[config.mk]
export PLATFORM = sky130hd
export DESIGN_NAME = pc_gen
export DESIGN_NICKNAME = d
export VERILOG_FILES = /design/src/rtl/pc_gen.sv
export SDC_FILE = /design/constraint.sdc
export NUM_CORES = 1
export LEC_CHECK = 0
export CAP_MARGIN = 40
export CORE_MARGIN = 10
export CORE_UTILIZATION = 40
export CTS_CLUSTER_SIZE = 25
export DETAILED_ROUTE_END_ITERATION = 16
export PLACE_DENSITY = 0.83
export SLEW_MARGIN = 0
export SYNTH_ARGS = -nofsm -noshare
export SYNTH_HDL_FRONTEND = slang
export SYNTH_SLANG_ARGS = --single-unit
[constraint.sdc]
create_clock -name clk_i -period 2.4 [get_ports clk_i]
set_input_delay 0.48 -clock clk_i [delete_from_list [all_inputs] [get_ports clk_i]]
set_output_delay 0.48 -clock clk_i [all_outputs]
set_load 0.03 [all_outputs]
[src/rtl/pc_gen.sv]
// Program-counter generator: sequential fetch, jump/branch redirects, trap entry/return, double-fault halt.
// Optional macro PC_C_EXT_EN enables 16-bit instruction increments and 2-byte target alignment.
module pc_gen #(
  parameter int unsigned      XLEN      = 32,
  parameter logic [XLEN-1:0]  RESET_VEC = '0,
  parameter logic [XLEN-1:0]  TRAP_VEC  = '0
) (
  input  logic            clk_i,
  input  logic            rst_n_i,
  input  logic            stall_i,
  input  logic            valid_i,
  input  logic [1:0]      jmp_op_i,
  input  logic            cmp_i,
  input  logic            fault_i,
  input  logic [XLEN-1:0] next_addr_i,
  input  logic [XLEN-1:0] wb_pc_i,
  input  logic            ilen16_i,
  output logic [XLEN-1:0] addr_o,
  output logic            flush_o,
  output logic            trap_o,
  output logic [XLEN-1:0] epc_o,
  output logic [1:0]      cause_o,
  output logic            halt_o
);

  typedef enum logic [1:0] {
    ST_RUN  = 2'd0,
    ST_TRAP = 2'd1,
    ST_HALT = 2'd2
  } state_e;

  localparam logic [1:0] CAUSE_FAULT  = 2'd1;
  localparam logic [1:0] CAUSE_ALIGN  = 2'd2;
  localparam logic [1:0] CAUSE_ILLRET = 2'd3;

  state_e          state_q, state_d;
  logic [XLEN-1:0] addr_q, addr_d;
  logic [XLEN-1:0] epc_q, epc_d;
  logic [1:0]      cause_q, cause_d;
  logic            flush_q, flush_d;
  logic            trap_q, trap_d;
  logic            halt_q, halt_d;

  logic [XLEN-1:0] inc;
  logic            misaligned;
  logic            taken;
  logic            take_trap;
  logic [1:0]      trap_cause;

`ifdef PC_C_EXT_EN
  assign inc        = ilen16_i ? XLEN'(2) : XLEN'(4);
  assign misaligned = next_addr_i[0];
`else
  logic unused_ilen16;
  assign unused_ilen16 = ilen16_i;
  assign inc           = XLEN'(4);
  assign misaligned    = |next_addr_i[1:0];
`endif

  assign taken = valid_i && ((jmp_op_i == 2'd1) || ((jmp_op_i == 2'd2) && cmp_i));

  // Trap request decode; jmp_op 3 is only legal while a handler is active.
  always_comb begin
    take_trap  = 1'b0;
    trap_cause = 2'd0;
    if (valid_i && fault_i) begin
      take_trap  = 1'b1;
      trap_cause = CAUSE_FAULT;
    end else if (valid_i && (jmp_op_i == 2'd3)) begin
      take_trap  = (state_q != ST_TRAP);
      trap_cause = CAUSE_ILLRET;
    end else if (taken && misaligned) begin
      take_trap  = 1'b1;
      trap_cause = CAUSE_ALIGN;
    end
  end

  always_comb begin
    state_d = state_q;
    addr_d  = addr_q;
    epc_d   = epc_q;
    cause_d = cause_q;
    halt_d  = halt_q;
    trap_d  = 1'b0;
    // Sticky flush drops only once fetch accepts (stall low).
    flush_d = flush_q && stall_i;

    if (state_q == ST_HALT) begin
      flush_d = 1'b0;
    end else if (take_trap) begin
      addr_d = TRAP_VEC;
      if (state_q == ST_TRAP) begin
        halt_d  = 1'b1;
        state_d = ST_HALT;
        flush_d = 1'b0;
      end else begin
        epc_d   = wb_pc_i;
        cause_d = trap_cause;
        trap_d  = 1'b1;
        state_d = ST_TRAP;
        flush_d = 1'b1;
      end
    end else if (valid_i && (jmp_op_i == 2'd3)) begin
      addr_d  = epc_q;
      state_d = ST_RUN;
      flush_d = 1'b1;
    end else if (taken) begin
      addr_d  = next_addr_i;
      flush_d = 1'b1;
    end else if (!stall_i) begin
      addr_d = addr_q + inc;
    end
  end

  always_ff @(posedge clk_i) begin
    if (!rst_n_i) begin
      state_q <= ST_RUN;
      addr_q  <= RESET_VEC;
      epc_q   <= '0;
      cause_q <= 2'd0;
      flush_q <= 1'b0;
      trap_q  <= 1'b0;
      halt_q  <= 1'b0;
    end else begin
      state_q <= state_d;
      addr_q  <= addr_d;
      epc_q   <= epc_d;
      cause_q <= cause_d;
      flush_q <= flush_d;
      trap_q  <= trap_d;
      halt_q  <= halt_d;
    end
  end

  assign addr_o  = addr_q;
  assign flush_o = flush_q;
  assign trap_o  = trap_q;
  assign epc_o   = epc_q;
  assign cause_o = cause_q;
  assign halt_o  = halt_q;

endmodule

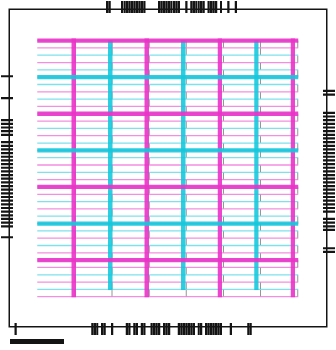
(images/floorplan.png)
Scale bar: 20 um. Pins as bars on the die edge. Tap cells in gray.
color	net
magenta	VSS
cyan	VDD
tap cells	129
met4 straps	7

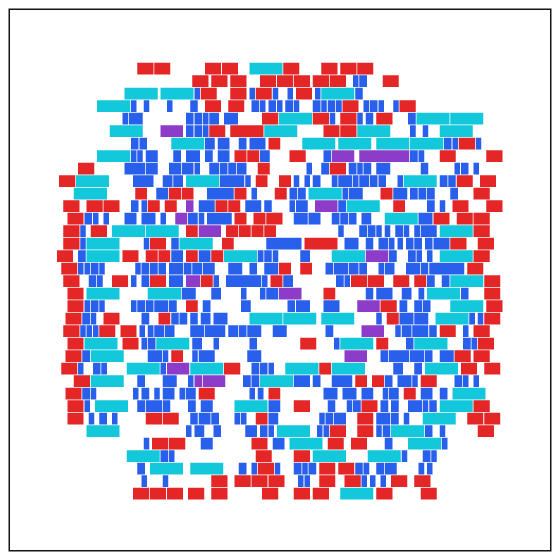
(images/class_map.png)
color	class	cells	share of their area
cyan	sequential cells	71	25%
purple	clock drivers and dummy loads	16	3.7%
red	remaining buffers and delay cells	188	32%
blue	remaining logic cells	397	39%

==> impl_metrics.env <==
# implementation run metrics
export IMPL_hold_violations=0
export IMPL_p_per_area_nw_per_um2=592.1
export IMPL_tightest_slew_ns=0.4811
export IMPL_wl_per_cell_um=17.40
export IMPL_wl_met1_um=5787
export IMPL_ant_nets=0
export IMPL_whs_path_depth=2
export IMPL_arrival_ns=2.54
export IMPL_grt_use_met3_pct=6.523
export IMPL_path_max_fanout=19
export IMPL_cts_htree_levels=3
export IMPL_critPathRequiredTime_ns=2.67
export IMPL_synthCells=500
export IMPL_edf_count=0
export IMPL_ctsHoldBuffers=0
export IMPL_ys_top_cells_by_count="nand2_1, dfxtp_1, a21oi_1, o21ai_0, nor2_1"
export IMPL_swShare_pct=33.36
export IMPL_yosysMostFrequentCell="nand2_1"
export IMPL_final_area_um2=5792
export IMPL_setup_viol=0
export IMPL_netlist_cell_type_count=62
export IMPL_layout_drive_gt1_share_pct=11.76
export IMPL_gp_congestion=0.8817
export IMPL_rsz0062_at_grt="no"
export IMPL_inverters=6
export IMPL_first_pass_iters=7
export IMPL_clk_pin_slew_ns=0.08
export IMPL_ys_async_sr_fraction_pct=0
export IMPL_cts_made_buffers=9
export IMPL_power_frac_comb_pct=30.7
export IMPL_clock_sinks=71
export IMPL_status="finished, final reports clean"
export IMPL_pre_cts_ws_ns=-0.1860
export IMPL_relSlewSlack_pct=67.92
export IMPL_crit_path_start_kind="input pin"
export IMPL_yosysWarnings=0
export IMPL_hpwl_um=10640
export IMPL_p_sw_w=0.001144
export IMPL_fin_crit_sh_pct=94.48
export IMPL_area_share_nonclk_buffers_pct=30.85
export IMPL_endpoint="epc_o[31]"
export IMPL_largest_area_cell="dfxtp_1"
export IMPL_die_area_um2=13790
export IMPL_slew_violations=0
export IMPL_r2r_start="state_q[1]"
export IMPL_final_cells=801
export IMPL_cts_root_buffer="clkbuf_8"
export IMPL_tns_ns=0
export IMPL_syn_nets=576
export IMPL_grt_max_degree=45
## worst max-delay path: cells and delay by family
family,cells,cell delay [ns]
buffers and inverters,2,0.78
and+or+nand+nor,4,0.75
AOI/OAI and AO/OA,2,0.52
## cells by family (layout without fill, tap and decap cells)
kind of cell / Yosys count / after routing / share of synthesized area (%)
and+or+nand+nor: 215 / 215 / 27.63
AOI/OAI and AO/OA: 154 / 154 / 24.41
DFF: 71 / 71 / 37.42
buffers and inverters: 38 / 210 / 5.072
xor gates and xnor gates: 16 / 16 / 3.689
adders and majority gates: 3 / 3 / 0.9882
muxes: 3 / 3 / 0.7905
## flip-flops by register name (all words and copies together), names as in the netlist
name and flops:
cause_o 2, halt_o 1, trap_o 1, flush_o 1, addr_o 32, epc_o 32, state_q 2
